**config.mk**
```make
export PLATFORM = sky130hd
export DESIGN_NAME = nibble_serial_addsub_flat
export DESIGN_NICKNAME = d
export VERILOG_FILES = /design/src/rtl/nibble_serial_addsub_if.sv /design/src/rtl/nibble_serial_addsub.sv /design/src/flat_wrapper.sv
export SDC_FILE = /design/constraint.sdc
export NUM_CORES = 1
export LEC_CHECK = 0
export CORE_UTILIZATION = 51
export DETAILED_ROUTE_END_ITERATION = 16
export MAX_ROUTING_LAYER = met4
export PLACE_DENSITY = 0.79
export SLEW_MARGIN = 20
export SYNTH_ARGS = -nofsm -noshare
export SYNTH_HDL_FRONTEND = slang
export SYNTH_SLANG_ARGS = --single-unit
export TNS_END_PERCENT = 30
```
**constraint.sdc**
```tcl
create_clock -name clk -period 3.17 [get_ports clk]
set_input_delay 0.317 -clock clk [delete_from_list [all_inputs] [get_ports clk]]
set_output_delay 0.317 -clock clk [all_outputs]
set_load 0.02 [all_outputs]
```
**src/rtl/nibble_serial_addsub_if.sv**
```systemverilog
// Operand and result valid/ready bundle for the nibble-serial adder/subtractor.
// The producer/consumer side is the master; the arithmetic block is the slave.
interface nibble_serial_addsub_if #(
    parameter int WIDTH = 16
);
    logic             in_valid;
    logic             in_ready;
    logic [WIDTH-1:0] A;
    logic [WIDTH-1:0] B;
    logic             cin;
    logic             sub;
    logic             out_valid;
    logic             out_ready;
    logic [WIDTH-1:0] sum;
    logic             cout;
    logic             ovf;

    modport master (
        output in_valid, A, B, cin, sub, out_ready,
        input  in_ready, out_valid, sum, cout, ovf
    );

    modport slave (
        input  in_valid, A, B, cin, sub, out_ready,
        output in_ready, out_valid, sum, cout, ovf
    );
endinterface

```
**src/rtl/nibble_serial_addsub.sv**
```systemverilog
// WIDTH-bit add/sub computed one nibble per cycle, LSB first,
// on a single reused 4-bit carry-skip slice.
module nibble_serial_addsub #(
    parameter int WIDTH = 16
) (
    input logic                  clk,
    input logic                  rst,
    nibble_serial_addsub_if.slave bus
);
    localparam int NIB = WIDTH / 4;
    localparam int IW  = (NIB > 1) ? $clog2(NIB) : 1;

    typedef enum logic [1:0] {IDLE, RUN, DONE} state_t;

    state_t           state_q, state_d;
    logic [IW-1:0]    idx_q, idx_d;
    logic [WIDTH-1:0] a_q, a_d;
    logic [WIDTH-1:0] b_q, b_d;
    logic [WIDTH-1:0] acc_q, acc_d;
    logic             c_q, c_d;
    logic [WIDTH-1:0] sum_q, sum_d;
    logic             cout_q, cout_d;
    logic             ovf_q, ovf_d;

    logic             in_ready;
    logic             out_valid;
    logic             last;

    logic [3:0]       a_n, b_n, g, p, s_n;
    logic [4:0]       rc;
    logic             skip;
    logic             c_nib;

    assign last = (idx_q == IW'(NIB - 1));

    // Operands shift right each RUN cycle, so the slice always sees bits [3:0].
    always_comb begin
        a_n   = a_q[3:0];
        b_n   = b_q[3:0];
        g     = a_n & b_n;
        p     = a_n ^ b_n;
        rc[0] = c_q;
        for (int i = 0; i < 4; i++) begin
            rc[i+1] = g[i] | (p[i] & rc[i]);
        end
        s_n   = p ^ rc[3:0];
        skip  = &p;
        c_nib = skip ? c_q : rc[4];
    end

    always_ff @(posedge clk) begin
        if (rst) begin
            state_q <= IDLE;
            idx_q   <= '0;
            a_q     <= '0;
            b_q     <= '0;
            acc_q   <= '0;
            c_q     <= 1'b0;
            sum_q   <= '0;
            cout_q  <= 1'b0;
            ovf_q   <= 1'b0;
        end else begin
            state_q <= state_d;
            idx_q   <= idx_d;
            a_q     <= a_d;
            b_q     <= b_d;
            acc_q   <= acc_d;
            c_q     <= c_d;
            sum_q   <= sum_d;
            cout_q  <= cout_d;
            ovf_q   <= ovf_d;
        end
    end

    always_comb begin
        state_d = state_q;
        unique case (state_q)
            IDLE: if (bus.in_valid && in_ready) state_d = RUN;
            RUN:  if (last) state_d = DONE;
            DONE: if (out_valid && bus.out_ready) state_d = IDLE;
            default: state_d = IDLE;
        endcase
    end

    // in_ready stays low while rst is held, even once the state is IDLE.
    always_comb begin
        in_ready  = (state_q == IDLE) && !rst;
        out_valid = (state_q == DONE);
    end

    always_comb begin
        idx_d  = idx_q;
        a_d    = a_q;
        b_d    = b_q;
        acc_d  = acc_q;
        c_d    = c_q;
        sum_d  = sum_q;
        cout_d = cout_q;
        ovf_d  = ovf_q;
        if (state_q == IDLE && bus.in_valid && in_ready) begin
            a_d   = bus.A;
            b_d   = bus.sub ? ~bus.B : bus.B;
            c_d   = bus.sub ? 1'b1 : bus.cin;
            idx_d = '0;
        end else if (state_q == RUN) begin
            a_d   = a_q >> 4;
            b_d   = b_q >> 4;
            acc_d = {s_n, acc_q[WIDTH-1:4]};
            c_d   = c_nib;
            idx_d = idx_q + IW'(1);
            // Result ports change only when the whole word is complete.
            if (last) begin
                sum_d  = {s_n, acc_q[WIDTH-1:4]};
                cout_d = c_nib;
                ovf_d  = rc[3] ^ c_nib;
            end
        end
    end

    assign bus.in_ready  = in_ready;
    assign bus.out_valid = out_valid;
    assign bus.sum       = sum_q;
    assign bus.cout      = cout_q;
    assign bus.ovf       = ovf_q;
endmodule

```
**src/flat_wrapper.sv**
```systemverilog
// flat-port wrapper written by rule: the top's interface ports become plain ports
module nibble_serial_addsub_flat 
#(
    parameter int WIDTH = 16
)
  (clk, rst, bus_in_valid, bus_A, bus_B, bus_cin, bus_sub, bus_out_ready, bus_in_ready, bus_out_valid, bus_sum, bus_cout, bus_ovf);
  nibble_serial_addsub_if #(.WIDTH(WIDTH)) bus_i ();
  input logic clk;
  input logic rst;
  input wire logic [$bits(bus_i.in_valid)-1:0] bus_in_valid;
  input wire logic [$bits(bus_i.A)-1:0] bus_A;
  input wire logic [$bits(bus_i.B)-1:0] bus_B;
  input wire logic [$bits(bus_i.cin)-1:0] bus_cin;
  input wire logic [$bits(bus_i.sub)-1:0] bus_sub;
  input wire logic [$bits(bus_i.out_ready)-1:0] bus_out_ready;
  output wire logic [$bits(bus_i.in_ready)-1:0] bus_in_ready;
  output wire logic [$bits(bus_i.out_valid)-1:0] bus_out_valid;
  output wire logic [$bits(bus_i.sum)-1:0] bus_sum;
  output wire logic [$bits(bus_i.cout)-1:0] bus_cout;
  output wire logic [$bits(bus_i.ovf)-1:0] bus_ovf;
  assign bus_i.in_valid = bus_in_valid;
  assign bus_i.A = bus_A;
  assign bus_i.B = bus_B;
  assign bus_i.cin = bus_cin;
  assign bus_i.sub = bus_sub;
  assign bus_i.out_ready = bus_out_ready;
  assign bus_in_ready = bus_i.in_ready;
  assign bus_out_valid = bus_i.out_valid;
  assign bus_sum = bus_i.sum;
  assign bus_cout = bus_i.cout;
  assign bus_ovf = bus_i.ovf;
  nibble_serial_addsub #(.WIDTH(WIDTH)) u_core (.clk(clk), .rst(rst), .bus(bus_i));
endmodule
```
Figure 1. Sequential cells grouped by signal name.
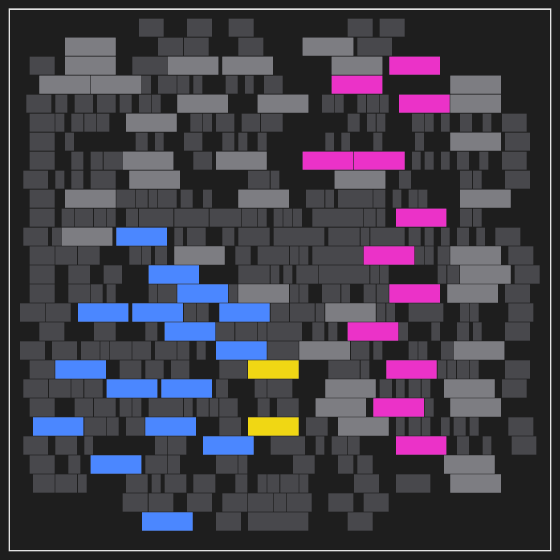
[u_core.idx_q] yellow | placed flops: 2
[u_core.acc_q] magenta | placed flops: 12
[u_core.b_q] blue | placed flops: 16
Final Core Density: 65.29%
register area: 1341 µm²
fraction of area in registers: 37.54%

Figure 2. Cells by drive strength.
The bar under the picture is 20 µm long.
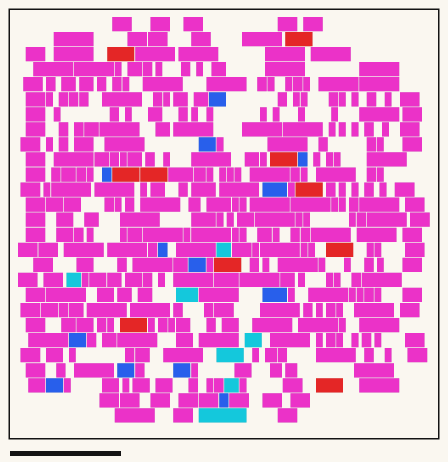
[x6 and larger] red | cells: 10 | most used: clkbuf_8
[x1 and smaller] magenta | cells: 349 | most used: nand2_1
[x2] blue | cells: 13 | most used: a21oi_2
[x3 and x4] cyan | cells: 7 | most used: buf_4
final instance area: 3573 µm²
area growth from synthesis to layout: 23.48%
Non-clock buffers: 60
final worst slack: 776.2 ps

Figure 3. The clock network.
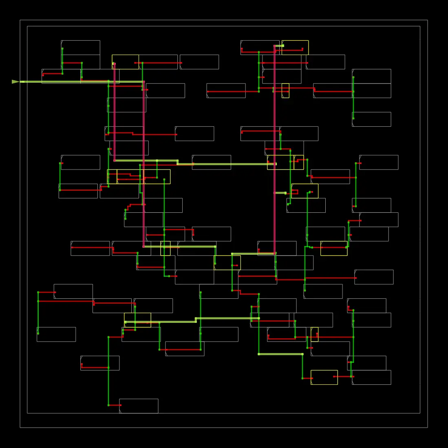
Power Clock: 592 µW
clock buffer count from CTS: 9
skew final: 7.639 ps

==> results.toml <==
# yosys + openroad results
[logic_synthesis]
synth-simple-area-share_pct = 16.43
top_logic_kind = "AND-OR/OR-AND gates"
syn_avg_cell_area_um2 = 8.796
ys.flops = 67
yosysWarnings = 0
ys_sh_aoi_pct = 19.50
synth_seq_share_pct = 46.35
ys_sh_adder_pct = 4.929
ys_area_um2 = 2894
netlist_area_um2 = 2894
synth_cell_type_count = 30
ys_cells = 329
fp_nets = 376
synthMuxAreaShare_pct = 0.6917
netlist_instances = 329
xor_area_share_pct = 5.447

[final_timing]
worst_pin_slew_ps = 880.4
rsz0062_at_grt = "no"
timing.hold.ws_ps = 371.1
hold_viol_final = 0
drv_slew = 0
fmaxAchievable_mhz = 417.7
slew_headroom_pct = 41.12
fin_tns_setup_ps = 0
finalSetupViolCount = 0
fin_crit_ps = 2394
finalClockPeriodUsage_pct = 75.51

[floorplanning]
core-area_um2 = 5473
die_h_um = 77.33
pin_count = 58
die_area_um2 = 5980
fp_util_pct = 52.88
rows = 27
die_w_um = 77.33
tap_cells = 72

[critical_path]
cp_num_cells = 10
path_cells = "inv_1, fa_1, inv_1, fa_1, fa_1, inv_1, fa_1, mux2i_1, xnor2_1, a211oi_1"
r2r_slack_ps = 780
crit_buf_inv = 3
r2r-end = "u_core.bus.ovf"
crit_path_max_incr_delay_ps = 380
crit_path_frequent_cell = "fa_1"
critical_path.startpoint = "u_core.b_q[0]"
setup.worst_path.class = "reg -> reg"
ff2ff_path_depth = 10
critPathLaunchType = "register"
crit_fanout = 3
critPathCaptureType = "register"
crit_arrival_ps = 2650
crit_end = "u_core.bus.ovf"
critPathTopFamily = "adder cells"
r2r_start = "u_core.b_q[0]"
critical_path_required_ps = 3430
cpMaxStageDelayCell = "fa_1"

[final_layout]
n_antenna_cell = 0
clock_area_share_pct = 4.482
finalNetCount = 422
drive_gt1_share_pct = 7.916
nMultiInputCombCells = 230
largest_class = "combinational gates"
inv_count = 7
n_clock_buffer = 12
final_cell_mix = "nand2_1 (86), dfxtp_1 (67), clkdlybuf4s50_1 (56)"
logic_area_um2 = 1368
n_fill_cell = 514
ff_count = 67
buffer_area_share_pct = 16.46

[global_routing]
gr-usage-met2_pct = 35.93
grt_overflow_total = 0
top_usage_layer = "met2"
grt_usage_pct = 21.57
gr-usage-met1_pct = 23.68
grt_pass1_vias = 2264
antenna_found_initial = 0
use_met3_pct = 6.000
grt_max_degree = 68
grt_pass1_wl_um = 9749

[placed_design]
place_ws_ps = 821.4
dp_hpwl_um = 3751
place_area_um2 = 3413
gp_congestion = 0.7996
portBuffers = 57
dp_cells = 436

[clock_tree]
ctsHoldBuffers = 0
cts_tree = "yes"
cts-resized-gates = 0
root_buffer = "clkbuf_8"
clkTransAtPathRegs_ps = 70
cts_setup_buffers = 0
h-tree-depth = 3
clkSinkCount = 67
clk_path_buf_depth = 2

[hold_path]
holdPathStages = 4
hold_end = "u_core.b_q[12]"
hp-start = "rst"
worstHoldPathType = "in -> reg"

[detailed_routing]
routed_wl_um = 5601
remaining_drc_errors = 0
vias = 2332
viasPerCell = 5.171
wl_per_cell_um = 12.42
drtAntennaViolNets = 0
first_pass_iters = 5
drt_iter0_drc = 105

[run]
cap_violations = 0
warning_count = 30

[power_and_ir_drop]
p_total_mw = 1.670
vdd_drop_max_uv = 315.7
static-leakage-power_nw = 1.234
power_density_nw_per_um2 = 467.3

[status]
status = "finished, final reports clean"
Figure 4. Gate families picked out.
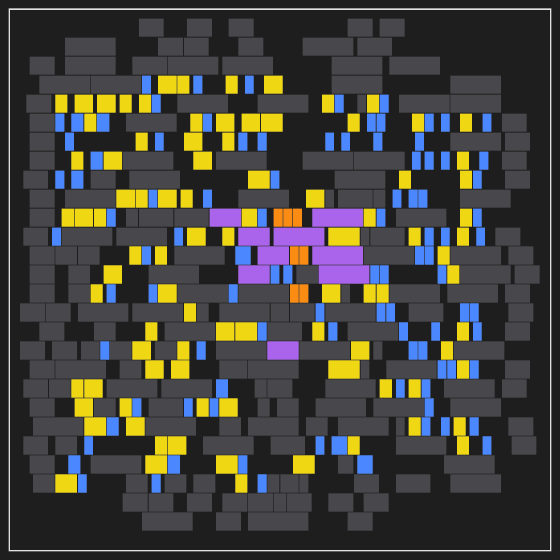
[fa/ha/maj cells] purple | cells: 9 | where: middle
[aoi and oai cells] yellow | cells: 90 | where: spread over the die
[inv cells] orange | cells: 7 | where: middle
[nand cells] blue | cells: 97
Layout Cells excl Fill: 451
most numerous logic cell after layout: nand2_1
Comb/total area: 38.27%

Figure 5. Clock wires, drivers and flops.
The bar under the picture is 20 µm long.
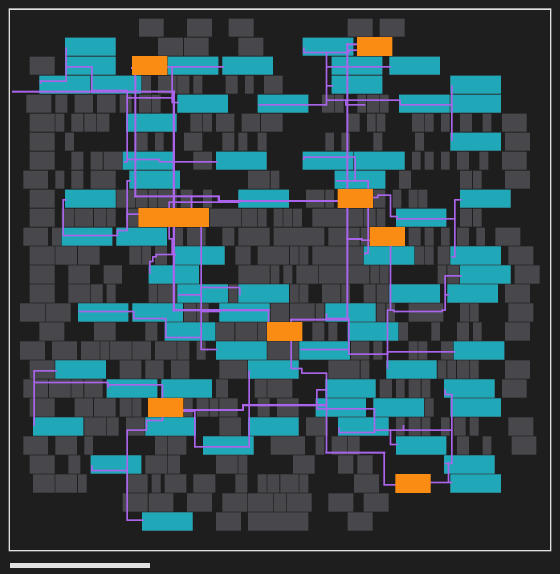
[clock-net drivers] orange | count: 9
[flip-flops] cyan | count: 67
[clock wires] purple | length: 766 µm
routed clock nets: 10
Late-Pin Clk Latency: 340 ps
clock share of power: 35.4%

## power breakdown
group	total, mW	internal (mW)	switching (mW)
Combinational	0.188	0.0883	0.0994
Clock	0.592	0.297	0.295
Sequential	0.891	0.871	0.0200
## logic make-up after synthesis
logic type                 count (synthesis)
muxes                                      2
and+or+nand+nor                          111
DFF                                       67
xor gates and xnor gates                  18
AOI/OAI and AO/OA                         90
buffers and inverters                     32
adders and majority gates                  9
## metal layers
layer / part of all wire, % / wire (µm)
met5: 0 / 0
met3: 4.2 / 238
met2: 50 / 2796
met1: 44 / 2444
met4: 2.2 / 121
## cells in the mapped netlist
| library cell | number | share of area (%) |
|---|---|---|
| a2111oi_0 | 1 | 0.30 |
| a211oi_1 | 3 | 0.78 |
| a211oi_2 | 2 | 0.86 |
| a21oi_1 | 51 | 8.8 |
| a21oi_2 | 7 | 2.1 |
| a22oi_1 | 24 | 6.2 |
| a31oi_1 | 1 | 0.22 |
| and2_4 | 1 | 0.30 |
| buf_1 | 1 | 0.13 |
| buf_2 | 7 | 1.2 |
| buf_4 | 5 | 1.3 |
| buf_6 | 6 | 2.3 |
| clkbuf_1 | 6 | 0.78 |
| dfxtp_1 | 67 | 46 |
| fa_1 | 4 | 2.8 |
| ha_1 | 5 | 2.2 |
| inv_1 | 7 | 0.91 |
| mux2i_1 | 2 | 0.69 |
| nand2_1 | 86 | 11 |
| nand2b_1 | 2 | 0.43 |
| nand3_1 | 8 | 1.4 |
| nand4_1 | 1 | 0.22 |
| nor2_1 | 6 | 0.78 |
| nor2_4 | 1 | 0.39 |
| nor2b_1 | 2 | 0.43 |
| nor3_1 | 3 | 0.52 |
| nor4b_4 | 1 | 0.82 |
| o21ai_0 | 1 | 0.17 |
| xnor2_1 | 2 | 0.61 |
| xor2_1 | 16 | 4.8 |
Power and IR drop assume default switching activity.
